$ cat src/rtl/position_collector_pkg.sv
// ---------------------------------------------------------------------------
// position_collector_pkg
// Shared definitions for the position collector:
//   - default node count and coordinate width
//   - id_width(): width of a node index, at least one bit
//   - state_t: collector state machine encoding (IDLE, PRESENT, DONE)
// ---------------------------------------------------------------------------
package position_collector_pkg;

   localparam int NODE_COUNT_DEF = 5;
   localparam int COORD_W_DEF    = 32;

   // A single-node build still needs a one-bit id port.
   function automatic int id_width(input int n);
      if (n <= 1) begin
         return 1;
      end
      return $clog2(n);
   endfunction

   typedef enum logic [1:0] {
      IDLE    = 2'd0,
      PRESENT = 2'd1,
      DONE    = 2'd2
   } state_t;

endpackage

$ cat src/rtl/position_collector_pending_picker.sv
// ---------------------------------------------------------------------------
// pending_picker
// Combinational priority picker: returns the lowest set index of a vector.
// Ports:
//   pending  in   N      candidate vector
//   idx      out  ID_W   lowest set index (0 when nothing is set)
//   any      out  1      at least one bit set
// ---------------------------------------------------------------------------
module pending_picker #(
   parameter int N    = 5,
   parameter int ID_W = 3
) (
   input  logic [N-1:0]    pending,
   output logic [ID_W-1:0] idx,
   output logic            any
);

   always_comb begin
      idx = '0;
      any = |pending;
      // Scan from the top so the lowest set index is the last one written.
      for (int i = N - 1; i >= 0; i--) begin
         if (pending[i]) begin
            idx = ID_W'(i);
         end
      end
   end

endmodule

$ cat src/rtl/position_collector.sv
// ---------------------------------------------------------------------------
// position_collector
// Collects per-node (x, y) step results and streams them out one beat per
// node per frame, lowest pending index first. When every node has been
// delivered, a one-cycle frame_done pulse closes the frame.
// Ports:
//   clk         in   1                   clock, rising edge
//   reset       in   1                   asynchronous active-high reset
//   finish      in   NODE_COUNT          per-node "result ready" level
//   x_pos       in   NODE_COUNT*COORD_W  packed x, node i at [i*COORD_W +: COORD_W]
//   y_pos       in   NODE_COUNT*COORD_W  packed y, same packing
//   out_valid   out  1                   beat available
//   out_ready   in   1                   consumer accepts beat
//   out_id      out  ID_W                node index of the beat
//   out_x       out  COORD_W             captured x
//   out_y       out  COORD_W             captured y
//   frame_done  out  1                   all nodes delivered this frame (pulse)
//   overrun     out  1                   sticky: a delivered node finished again
// ---------------------------------------------------------------------------
module position_collector
   import position_collector_pkg::*;
#(
   parameter int NODE_COUNT = NODE_COUNT_DEF,
   parameter int COORD_W    = COORD_W_DEF
) (
   input  logic                          clk,
   input  logic                          reset,
   input  logic [NODE_COUNT-1:0]         finish,
   input  logic [NODE_COUNT*COORD_W-1:0] x_pos,
   input  logic [NODE_COUNT*COORD_W-1:0] y_pos,
   output logic                          out_valid,
   input  logic                          out_ready,
   output logic [id_width(NODE_COUNT)-1:0] out_id,
   output logic [COORD_W-1:0]            out_x,
   output logic [COORD_W-1:0]            out_y,
   output logic                          frame_done,
   output logic                          overrun
);

   localparam int ID_W = id_width(NODE_COUNT);

   state_t                  state_reg, state_next;
   logic [NODE_COUNT-1:0]   pending_reg, pending_next;
   logic [NODE_COUNT-1:0]   reported_reg, reported_next;
   logic                    overrun_reg, overrun_next;
   logic [ID_W-1:0]         out_id_reg;
   logic [COORD_W-1:0]      out_x_reg, out_y_reg;

   logic [COORD_W-1:0]      hold_x [NODE_COUNT];
   logic [COORD_W-1:0]      hold_y [NODE_COUNT];

   logic [NODE_COUNT-1:0]   reported_eff;
   logic [NODE_COUNT-1:0]   cap_mask;
   logic                    ovr_hit;
   logic                    xfer;
   logic [NODE_COUNT-1:0]   xfer_mask;
   logic [NODE_COUNT-1:0]   pick_vec;
   logic [ID_W-1:0]         pick_idx;
   logic                    pick_any;
   logic                    load;

   // The DONE cycle already belongs to the next frame: reported is being
   // cleared on this edge, so finishes seen now are new-frame captures.
   assign reported_eff = (state_reg == DONE) ? '0 : reported_reg;
   assign cap_mask     = finish & ~pending_reg & ~reported_eff;
   assign ovr_hit      = |(finish & reported_eff);

   assign xfer      = (state_reg == PRESENT) && out_ready;
   assign xfer_mask = xfer ? (NODE_COUNT'(1) << out_id_reg) : '0;

   // Removing the beat being transferred lets the same picker choose the
   // back-to-back successor; in IDLE the mask is zero.
   assign pick_vec = pending_reg & ~xfer_mask;

   pending_picker #(
      .N    (NODE_COUNT),
      .ID_W (ID_W)
   ) u_picker (
      .pending (pick_vec),
      .idx     (pick_idx),
      .any     (pick_any)
   );

   // Per-node hold registers: no reset, only read after a capture.
   generate
      for (genvar gi = 0; gi < NODE_COUNT; gi++) begin : g_hold
         always_ff @(posedge clk) begin
            if (cap_mask[gi]) begin
               hold_x[gi] <= x_pos[gi*COORD_W +: COORD_W];
               hold_y[gi] <= y_pos[gi*COORD_W +: COORD_W];
            end
         end
      end
   endgenerate

   always_comb begin
      state_next    = state_reg;
      pending_next  = (pending_reg | cap_mask) & ~xfer_mask;
      reported_next = reported_reg | xfer_mask;
      overrun_next  = overrun_reg | ovr_hit;
      load          = 1'b0;
      case (state_reg)
         IDLE: begin
            if (pick_any) begin
               state_next = PRESENT;
               load       = 1'b1;
            end
         end
         PRESENT: begin
            if (xfer) begin
               if (&(reported_reg | xfer_mask)) begin
                  state_next = DONE;
               end else if (pick_any) begin
                  load = 1'b1;
               end else begin
                  state_next = IDLE;
               end
            end
         end
         DONE: begin
            state_next    = IDLE;
            reported_next = '0;
         end
         default: begin
            state_next = IDLE;
         end
      endcase
   end

   always_ff @(posedge clk or posedge reset) begin
      if (reset) begin
         state_reg    <= IDLE;
         pending_reg  <= '0;
         reported_reg <= '0;
         overrun_reg  <= 1'b0;
         out_id_reg   <= '0;
         out_x_reg    <= '0;
         out_y_reg    <= '0;
      end else begin
         state_reg    <= state_next;
         pending_reg  <= pending_next;
         reported_reg <= reported_next;
         overrun_reg  <= overrun_next;
         if (load) begin
            out_id_reg <= pick_idx;
            out_x_reg  <= hold_x[pick_idx];
            out_y_reg  <= hold_y[pick_idx];
         end
      end
   end

   assign out_valid  = (state_reg == PRESENT);
   assign frame_done = (state_reg == DONE);
   assign out_id     = out_id_reg;
   assign out_x      = out_x_reg;
   assign out_y      = out_y_reg;
   assign overrun    = overrun_reg;

endmodule

$ cat config.mk
export PLATFORM = sky130hd
export DESIGN_NAME = position_collector
export DESIGN_NICKNAME = d
export VERILOG_FILES = /design/src/rtl/position_collector_pkg.sv /design/src/rtl/position_collector_pending_picker.sv /design/src/rtl/position_collector.sv
export SDC_FILE = /design/constraint.sdc
export NUM_CORES = 1
export LEC_CHECK = 0
export CORE_ASPECT_RATIO = 1.75
export CORE_MARGIN = 1.5
export CORE_UTILIZATION = 54
export DETAILED_ROUTE_END_ITERATION = 12
export HOLD_SLACK_MARGIN = 0.03
export PLACE_DENSITY = 0.85
export RECOVER_POWER = 50
export SETUP_SLACK_MARGIN = 0.2
export SLEW_MARGIN = 20
export SYNTH_ARGS = -nofsm -noshare
export SYNTH_HDL_FRONTEND = slang
export SYNTH_SLANG_ARGS = --single-unit
export TNS_END_PERCENT = 5
$ cat constraint.sdc
create_clock -name clk -period 12.3 [get_ports clk]
set_input_delay 2.46 -clock clk [delete_from_list [all_inputs] [get_ports clk]]
set_output_delay 2.46 -clock clk [all_outputs]
set_load 0.01 [all_outputs]
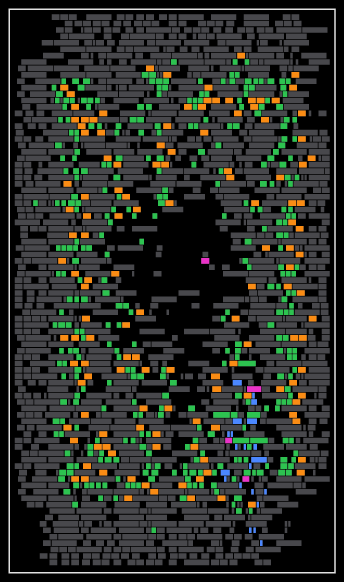
Figure 1: run 1, gate-type map.
magenta -> non-inverting ao/oa cells  # cells 4
orange -> mux cells  # cells 133, most used mux2i_1, where all over the die
green -> aoi and oai cells  # cells 343, most used a31oi_1, where all over the die
blue -> nor cells  # cells 21, most used nor2_1, where south-east
Non-Filler Instances: 2047
combinational share of cell area: 20.1%
most frequent logic cell in the layout: dlygate4sd3_1

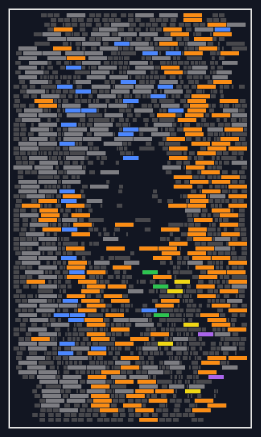
Figure 2: run 1, sequential cells grouped by signal name.
Other sequential cells in the stronger grey, the rest of the logic in the fainter grey.
blue -> out_x  # placed flops 32
green -> out_id  # placed flops 3
orange -> hold_y  # placed flops 160, where all over the die
purple -> state_reg  # placed flops 2
yellow -> pending_reg  # placed flops 5
P_seq: 1.91 mW
fraction of area in registers: 51.4%
storage element area: 0.0116 sq mm
final core utilization: 72.1%

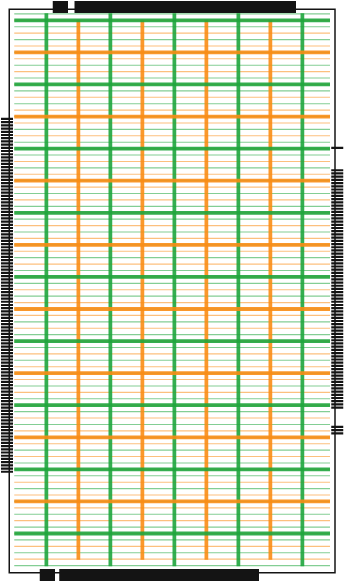
Figure 3: run 1, power grid.
Pins as bars on the die edge.
green -> VSS
orange -> VDD
signal pins = 398
met1 rails = 87
rows = 86
met5 straps = 17

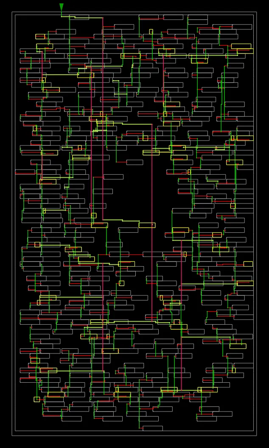
Figure 4: run 1, the clock network.
clkbuf count: 46
Num CTS Buffers: 38
clk_lat worst skew: 0.54 ns

==> job_summary.md, run 1 <==
## PnR job results

| Metric | Value |
|---|---|
| Number of global-route vias before repair | 13300 |
| Min cycle time layout | 6.87 ns |
| Largest net degree at the start of global routing | 103 |
| Critical R2R Launch | out_id[2] |
| Most common cell in the netlist | edfxtp_1 |
| Met3 usage | 6.10% |
| Vias per inst | 6.28 |
| Hold EP | overrun |
| Met2 usage in global routing | 54.8% |
| Clk_skew | 0.0188 ns |
| Clk buf depth | 3 |
| Seq share, synth | 68.0% |
| Logic Gate Count | 591 |
| Final Wtd Congestion | 0.903 |
| CP endpoint | out_y[8] |
| Part of the power in registers | 34.7% |
| CTS Root Cell | clkbuf_16 |
| Hold path start | overrun |
| Synth Cell Area | 0.0171 sq mm |
| Pwr top | combinational cells |
| Final WL | 53000 um |
| Hold WC Path Type | reg2reg |
| Crit path cell chain | dlygate4sd3_1, and4bb_1, a31o_4, buf_4, and3_2, buf_4, o211ai_1, a31oi_1, mux2i_1 |
| Fmax | 0.146 GHz |
| DR top layer | met5 |
| WL met3 | 4420 um |
| Rows | 86 |
| CTS tree | done |
| Psw | 2.15 mW |
| Fillers | 2027 |
| Startpoint Class | primary input |
| Non-clk bufs | 420 |
| Unrepaired setup endpoints after global routing | no |
| Count of final hold-check violations | 0 |
| R2R Setup Slk | 7.45 ns |
| Synthesized flop and latch total | 400 |
| Postcts setup bufs | 0 |
| Share of layout cells above drive strength 1 | 6.13% |
| Die Span Y | 238 um |
| Synth Warn # | 0 |
| CP Buf/Inv Count | 3 |
| Fin. max-slew vios | 106 |
| Largest registers | hold_x: 160 flops, hold_y: 160 flops |
| Non-clock buffer share | 18.4% |
| Fin worst setup slack | 5.43 ns |
| IO Pins | 398 |
| Antenna Cells | 37 |
| Logic pwr share | 44.7% |
| Design Power | 5.51 mW |
| Total tool warning count | 29 |
| Ys cells | 1242 |
| CP Data Arrival Time | 7.26 ns |
| Clk sinks | 400 |
| Post-Place Setup Slack | 5.34 ns |
| Logic area | 0.00453 sq mm |
| GR Util met1 | 36.8% |
| Largest area contributor in the netlist | edfxtp_1 |
| Net count, final | 1914 |
| Clock-cell share | 5.27% |
| CP max stage cell | and3_2 |
| Syn Nets | 1570 |
| Int Pwr | 3.36 mW |
| Top cells by area | edfxtp_1, dfrtp_1, mux2i_1 |
| DR vias | 12800 |
| Clock group share of total power | 20.6% |
| Final setup fails | 0 |
| Power Dens Cells | 244 mW/mm^2 |
| Slew margin rel. | -95.3% |
| Max FO, Critical Path | 83 |
| Max H-tree Level | 2 |
| First-pass GRT wire length | 78300 um |
| EDFF count, synth | 320 |
| DR WL met2 | 26800 um |
| Failing checks | capacitance limit, slew limit |
| Inverters | 135 |
| Req. time, crit path | 12.69 ns |
| Crit-path max cell delay | 0.85 ns |
| Biggest Area Class | sequential cells |
| P&R area growth vs syn | 32.1% |
| Async set or reset register ratio after synthesis | 20.0% |
| Hold buffers post-CTS | 0 |
| Grt ovf | 0 |
| DIE WIDTH | 137 um |
| Yosys chip area | 0.0171 sq mm |
| Combinational power | 2.46 mW |
| Max rail drop VDD | 0.205 mV |
| Worst slew pin tran | 2.93 ns |
| GRT busiest layer | met2 |
| Chip area | 0.0328 sq mm |
| Metal-1 WL | 17400 um |
| Num sequential | 400 |
| Iteration tally of the first detailed-router pass | 6 |
| Cell Type Count | 48 |
| R2R Path End | out_y[8] |
| Clk pwr | 1.14 mW |
| DRC | 0 |
| Post-CTS sizing | 0 |
| Total core area | 0.0313 sq mm |
| Min Hold Slack | 0.494 ns |
| Reg2Reg Depth | 8 |
| WP depth | 9 |
| DP HPWL | 33800 um |
| Initial DRC count | 1150 |
| Status | complete, but fails checks |
| Tap cell count | 396 |
| Clock Pin Slew Worst Setup and Hold Paths | 0.06 ns |
| CP Launch Point | out_ready |
| Pre-Place Util | 54.6% |
| CP Capture Type | flop |
| Static Leak | 8.33 nW |
| Area leader share | 56.2% |
| Initial antenna violation count | 33 |
| CP top delay family | buffers and inverters |
| Post-synth top cells | edfxtp_1, a31oi_1, inv_1 |
| Dominant register cell | edfxtp_1 |
| Max cap viols | 3 |
| Avg WL per Cell | 25.9 um |
| CP Class | in2reg |
| Top Layout Cells | dlygate4sd3_1, edfxtp_1, a31oi_1, inv_1, mux2i_1 |
| Global Route Usage Sum | 32.6% |
| WHS Path Cells | 1 |
| Cycle use final | 55.8% |
| Sw Ratio | 39.0% |
| Syn_area_per_cell | 13.8 sq um |
| Syn Inst Count | 1242 |
| Antenna viol nets, final | 0 |
| Top cell by count, worst path | buf_4 |
| Port Buf Inserts | 397 |
| Post-route setup TNS | 0 ns |
-- run 1: kinds of logic after synthesis --
group / share of synthesized area (%)
flops: 68.0
simple gates: 3.82
buf+inv: 6.09
compound gates: 14.3
mux: 7.81
-- run 1: metrics by stage --
step           utilization [%]  cell area (sq um)  instances
4_1_cts                   71.8              22500       2010
3_5_place_dp              68.0              21300       1942
3_3_place_gp              68.0              21300       1942
6_report                  72.1              22600       2047
2_1_floorplan                -              17100       1242
5_1_grt                   72.0              22500       2036
-- run 1: worst register-to-register path, stage by stage (launching register included) --
cell,delay [ns]
dfrtp_1,0.48
and4bb_1,0.74
a31o_4,0.61
buf_4,0.81
and3_2,0.93
buf_4,0.56
o211ai_1,0.22
a31oi_1,0.25
mux2i_1,0.10
Figure 5. Zoomed window (run 1).
Window x 9 to 59, y 154 to 204 um. Cells in grey, sequential cells in the stronger grey; small squares are vias.
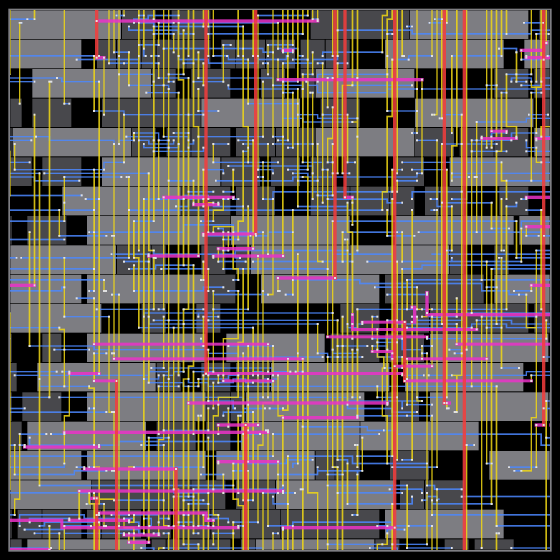

==> run 1 -> run 2 <==
--- a/config.mk
+++ b/config.mk
@@ -7,10 +7,10 @@
 export LEC_CHECK = 0
 export CORE_ASPECT_RATIO = 1.75
 export CORE_MARGIN = 1.5
-export CORE_UTILIZATION = 54
+export CORE_UTILIZATION = 50
 export DETAILED_ROUTE_END_ITERATION = 12
 export HOLD_SLACK_MARGIN = 0.03
-export PLACE_DENSITY = 0.85
+export PLACE_DENSITY = 0.8
 export RECOVER_POWER = 50
 export SETUP_SLACK_MARGIN = 0.2
 export SLEW_MARGIN = 20
==> constraint.sdc (replaced) <==
create_clock -name clk -period 6.92 [get_ports clk]
set_input_delay 1.384 -clock clk [delete_from_list [all_inputs] [get_ports clk]]
set_output_delay 1.384 -clock clk [all_outputs]
set_load 0.01 [all_outputs]
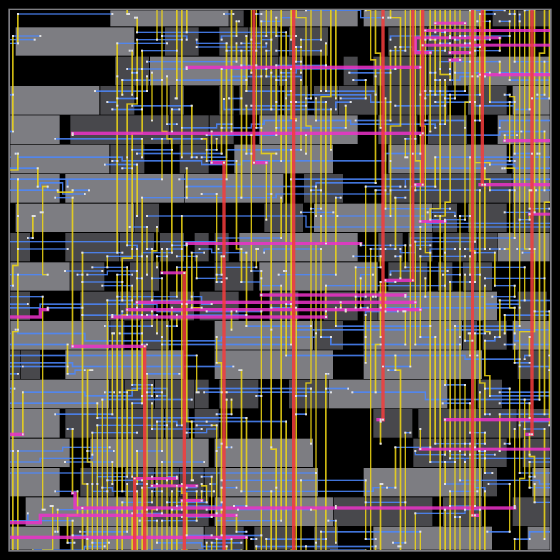
Figure 6: run 2, zoomed window.
Window x 11 to 61, y 161 to 211 um. Cells in grey, sequential cells in the stronger grey; small squares are vias.
yellow -> M2
magenta -> M3
blue -> M1
red -> M4
most frequent = edfxtp_1 (27), a31oi_1 (19), mux2i_1 (17)
cells with their middle in the window = 140
sequential cells in the window = 36
netlist names of flops here include = hold_x (25), out_x (8), hold_y (2)

==> job_summary.md, run 2 <==
## PnR job results

| Metric | Value |
|---|---|
| Status | complete, but fails checks |
| Failing checks | capacitance limit, slew limit |
| Slew margin rel. | -60.7% (+35 points) |
| Static Leak | 8.40 nW (+0.88%) |
| Dpl cells | 2003 (+3.1%) |
| Synth Cell Area | 0.0171 sq mm (unchanged) |
| IO Pins | 398 (unchanged) |
| CP Class | in2reg |
| Yosys chip area | 0.0171 sq mm (unchanged) |
| R2R Setup Slk | 2.66 ns (-4.79 ns) |
| Psw | 3.80 mW (+77%) |
| Antenna Cells | 32 (-14%) |
| Design area | 0.0228 sq mm (+0.90%) |
| Max rail drop VDD | 0.391 mV (+91%) |
| DIE WIDTH | 143 um (+3.8%) |
| Unrepaired setup endpoints after global routing | no |
| Seq share, synth | 68.0% (unchanged) |
| Post-CTS sizing | 0 (unchanged) |
| Chip area | 0.0353 sq mm (+7.9%) |
| Net count, final | 1916 (+0.10%) |
| Logic Gate Count | 591 (unchanged) |
| Cycle use final | 75.1% |
| Post-route setup TNS | 0 ns (unchanged) |
| Hold WC Path Type | reg2reg |
| Power Dens Cells | 437 mW/mm^2 (+79%) |
| Top Layout Cells | dlygate4sd3_1, edfxtp_1, a31oi_1, inv_1, mux2i_1 |
| Most common cell in the netlist | edfxtp_1 |
| Final core utilization | 67.5% (-4.6 points) |
| Fmax | 0.192 GHz |
| Clock Pin Slew Worst Setup and Hold Paths | 0.07 ns (about the same) |
| DP HPWL | 33900 um (+0.26%) |
| Max FO, Critical Path | 71 (-14%) |
| Max H-tree Level | 2 (unchanged) |
| Most frequent logic cell in the layout | dlygate4sd3_1 |
| Fin. max-slew vios | 64 (-40%) |
| Logic area | 0.00453 sq mm (unchanged) |
| Part of the power in registers | 34.1% (-0.6 points) |
| Post-synth top cells | edfxtp_1, a31oi_1, inv_1 |
| Total tool warning count | 26 (-10%) |
| Number of global-route vias before repair | 13300 (-0.53%) |
| Avg WL per Cell | 25.0 um (-3.6%) |
| CP Capture Type | flop |
| Clk_skew | 0.0136 ns (-0.00523 ns) |
| Antenna viol nets, final | 0 (unchanged) |
| CP top delay family | simple AND/OR/NAND/NOR gates |
| Clkbuf count | 49 (+6.5%) |
| Final Wtd Congestion | 0.888 (-1.7%) |
| Hold buffers post-CTS | 0 (unchanged) |
| Design Power | 9.95 mW (+80%) |
| Cell Type Count | 48 (unchanged) |
| Hold EP | overrun |
| Crit path cell chain | dlygate4sd3_1, and4bb_1, nand4b_1, buf_4, and3_2, buf_4, o211ai_1, a31oi_1, mux2i_1 |
| Synthesized flop and latch total | 400 (unchanged) |
| DR vias | 12600 (-1.7%) |
| WHS Path Cells | 1 (unchanged) |
| Num CTS Buffers | 37 (-2.6%) |
| Inverters | 135 (unchanged) |
| CTS tree | done |
| Share of layout cells above drive strength 1 | 6.68% (+0.55 points) |
| Reg2Reg Depth | 7 (-1) |
| Syn Inst Count | 1242 (unchanged) |
| Min cycle time layout | 5.20 ns |
| Non-Filler Instances | 2104 (+2.8%) |
| Iteration tally of the first detailed-router pass | 5 (-1) |
| Combinational share of cell area | 19.9% (-0.18 points) |
| DRC | 0 (unchanged) |
| Largest area contributor in the netlist | edfxtp_1 |
| Crit-path max cell delay | 1.05 ns (+0.20 ns) |
| Initial antenna violation count | 21 (-36%) |
| Area leader share | 56.2% (unchanged) |
| EDFF count, synth | 320 (unchanged) |
| Largest registers | hold_x: 160 flops, hold_y: 160 flops |
| Final setup fails | 0 (unchanged) |
| Largest net degree at the start of global routing | 73 (-29%) |
| Non-clk bufs | 423 (+0.71%) |
| P_seq | 3.39 mW (+77%) |
| Max cap viols | 2 (-1) |
| Min Hold Slack | 0.503 ns (+0.00867 ns) |
| Storage element area | 0.0116 sq mm (unchanged) |
-- run 2: layer usage --
metal	global-route usage (%)	vias to the layer above	share of wire (%)
li1	-	5492	-
met1	33.5	6145	33
met2	50.6	775	50
met3	5.17	211	8.4
met4	22.8	2	7.8
met5	0	-	0.017
-- run 2: worst reg2reg max path, cell delays in order (launching register included) --
cell and delay [ns]:
dfrtp_1 0.48, and4bb_1 0.79, a31o_4 0.79, and3_2 1.07, buf_4 0.46, o211ai_1 0.18, a31oi_1 0.24, mux2i_1 0.10
-- run 2: logic make-up (layout without fill, tap and decap cells) --
family,after synthesis,after routing,share of synthesized area [%]
and+or+nand+nor,111,111,3.82
DFF,400,400,68.0
muxes,133,133,7.81
AOI/OAI and AO/OA,347,347,14.3
other,0,32,0
buffers and inverters,251,626,6.09
Figure 7. The clock network (run 2).
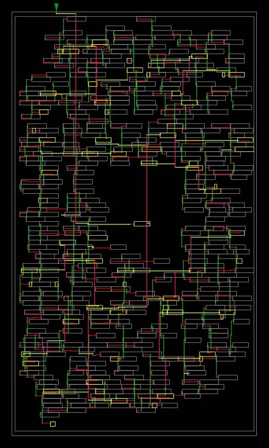

==> run 2 -> run 3 <==
==> constraint.sdc (replaced) <==
create_clock -name clk -period 5.4 [get_ports clk]
set_input_delay 1.08 -clock clk [delete_from_list [all_inputs] [get_ports clk]]
set_output_delay 1.08 -clock clk [all_outputs]
set_load 0.01 [all_outputs]
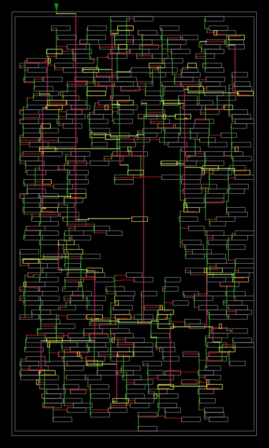
Figure 8: run 3, the clock network.
Num CTS Buffers: 37
clk sinks: 400
clk_skew: 0.0334 ns
clk pwr: 2.65 mW
clkbuf count: 56

==> job_summary.md, run 3 <==
## PnR job results

| Metric | Value |
|---|---|
| P_seq | 4.34 mW (+28%) |
| Synth Cell Area | 0.0171 sq mm (unchanged) |
| Failing checks | capacitance limit, slew limit |
| Pre-Place Util | 50.6% |
| DR WL met2 | 27200 um (+2.7%) |
| Clock Pin Slew Worst Setup and Hold Paths | 0.07 ns (about the same) |
| Max cap viols | 4 (+2) |
| Final setup fails | 0 (unchanged) |
| Crit path cell chain | dlygate4sd3_1, nand2_1, nor2_1, clkbuf_1, buf_12 |
| Critical R2R Launch | state_reg[0] |
| Ys cells | 1242 |
| Post-Place Setup Slack | 1.21 ns |
| Worst slew pin tran | 2.15 ns |
| Seq share, synth | 68.0% (unchanged) |
| CP Class | in2reg |
| Net count, final | 1922 (+0.31%) |
| Placed cell area | 0.0215 sq mm |
| Count of final hold-check violations | 0 |
| Most common cell in the netlist | edfxtp_1 |
| Min Hold Slack | 0.500 ns (-0.00244 ns) |
| DR vias | 12700 (+0.73%) |
| Crit-path max cell delay | 1.20 ns (+0.15 ns) |
| Pwr top | combinational cells |
| Area leader share | 56.2% (unchanged) |
| Fmax | 0.241 GHz |
| Max FO, Critical Path | 33 (-54%) |
| Hold buffers post-CTS | 0 (unchanged) |
| Synth Warn # | 0 |
| Clock group share of total power | 20.8% |
| Total core area | 0.0337 sq mm |
| Met3 usage | 5.25% (+0.077 points) |
| Syn Nets | 1570 |
| WL met3 | 4340 um (-2.0%) |
| Initial antenna violation count | 28 (+33%) |
| Hold WC Path Type | reg2reg |
| EDFF count, synth | 320 (unchanged) |
| Top Layout Cells | dlygate4sd3_1, edfxtp_1, a31oi_1, inv_1, mux2i_1 |
| DIE WIDTH | 143 um (unchanged) |
| GRT busiest layer | met2 |
| GR Util met1 | 32.7% (-0.76 points) |
| Slew margin rel. | -43.8% (+17 points) |
| Logic pwr share | 45.0% |
| Synthesized flop and latch total | 400 (unchanged) |
| Most frequent logic cell in the layout | dlygate4sd3_1 |
| Min cycle time layout | 4.14 ns |
| Final WL | 53200 um |
| Metal-1 WL | 17500 um (+0.11%) |
| Static Leak | 8.41 nW (about the same) |
| CP max stage cell | clkbuf_1 |
| DP HPWL | 35100 um (+3.4%) |
| Top cells by area | edfxtp_1, dfrtp_1, mux2i_1 |
| Dpl cells | 2009 (+0.30%) |
| DRC | 0 (unchanged) |
| Port Buf Inserts | 397 |
| R2R Setup Slk | 1.55 ns (-1.11 ns) |
| Non-Filler Instances | 2105 (+0.048%) |
| Design area | 0.0228 sq mm (about the same) |
| Grt ovf | 0 |
| Fin. max-slew vios | 94 (+47%) |
| Syn_area_per_cell | 13.8 sq um |
| CTS tree | done |
| Antenna viol nets, final | 0 (unchanged) |
| First-pass GRT wire length | 77100 um |
| Die Span Y | 248 um |
| Rows | 89 |
| Largest net degree at the start of global routing | 73 (unchanged) |
| CP top delay family | buffers and inverters |
| Initial DRC count | 1052 |
| Sw Ratio | 38.4% |
| Startpoint Class | primary input |
| Met2 usage in global routing | 51.4% (+0.77 points) |
| Share of layout cells above drive strength 1 | 6.17% (-0.51 points) |
| Avg WL per Cell | 25.3 um (+1.1%) |
| IO Pins | 398 (unchanged) |
| CTS Root Cell | clkbuf_16 |
| Total tool warning count | 26 (unchanged) |
| Dominant register cell | edfxtp_1 |
| Unrepaired setup endpoints after global routing | no |
| Clk_lat worst skew | 0.55 ns |
| Postcts setup bufs | 0 |
| Final core utilization | 67.5% (about the same) |
| Async set or reset register ratio after synthesis | 20.0% |
| P&R area growth vs syn | 33.3% |
| Cycle use final | 76.8% |
| Yosys chip area | 0.0171 sq mm (unchanged) |
| Status | complete, but fails checks |
| DR top layer | met5 |
| Part of the power in registers | 34.2% (about the same) |
| Largest area contributor in the netlist | edfxtp_1 |
| Max H-tree Level | 2 (unchanged) |
| Clk buf depth | 3 |
| Post-synth top cells | edfxtp_1, a31oi_1, inv_1 |
| Int Pwr | 7.82 mW |
| Chip area | 0.0353 sq mm (unchanged) |
| Power Dens Cells | 558 mW/mm^2 (+28%) |
| Design Power | 12.7 mW (+28%) |
| CP Launch Point | finish[1] |
| Number of global-route vias before repair | 13100 (-1.3%) |
| Req. time, crit path | 5.61 ns |
| CP Data Arrival Time | 4.35 ns |
| Post-CTS sizing | 0 (unchanged) |
| Vias per inst | 6.04 |
| CP Capture Type | flop |
| Combinational power | 5.72 mW |
| Cell Type Count | 48 (unchanged) |
| Largest registers | hold_x: 160 flops, hold_y: 160 flops |
| Fin worst setup slack | 1.26 ns |
| Syn Inst Count | 1242 (unchanged) |
| CP Buf/Inv Count | 3 |
| Hold path start | overrun |
| Post-route setup TNS | 0 ns (unchanged) |
| Global Route Usage Sum | 29.7% |
| Final Wtd Congestion | 0.864 (-2.7%) |
| Iteration tally of the first detailed-router pass | 6 (+1) |
| Psw | 4.89 mW (+29%) |
| Max rail drop VDD | 0.491 mV (+25%) |
[run 3: cell type report]
type / instances / area, sq um
fillers: 2361 / 11000
diodes: 28 / 70.1
repair buffers: 429 / 4290
clock inverters: 11 / 140
inverters: 135 / 508
multi-input cells: 591 / 4520
clock buffers: 56 / 1070
well taps: 455 / 569
flip-flops and latches: 400 / 11600
[run 3: cells by family after synthesis]
group / Yosys count / synth area share (%)
flip-flops: 400 / 68.0
multiplexers: 133 / 7.81
AND/OR/NAND/NOR: 111 / 3.82
AND-OR/OR-AND: 347 / 14.3
buffers and inverters: 251 / 6.09
[run 3: worst paths after layout]
kind	cells after the start	end
max in group asynchronous	3	out_y[2]
max	5	hold_x[1][31]
max reg2reg	7	hold_x[1][31]
min	1	overrun
min reg2reg	1	overrun
min in group asynchronous	2	out_y[15]
No activity file was given, so power comes from the tool's default toggle rates.
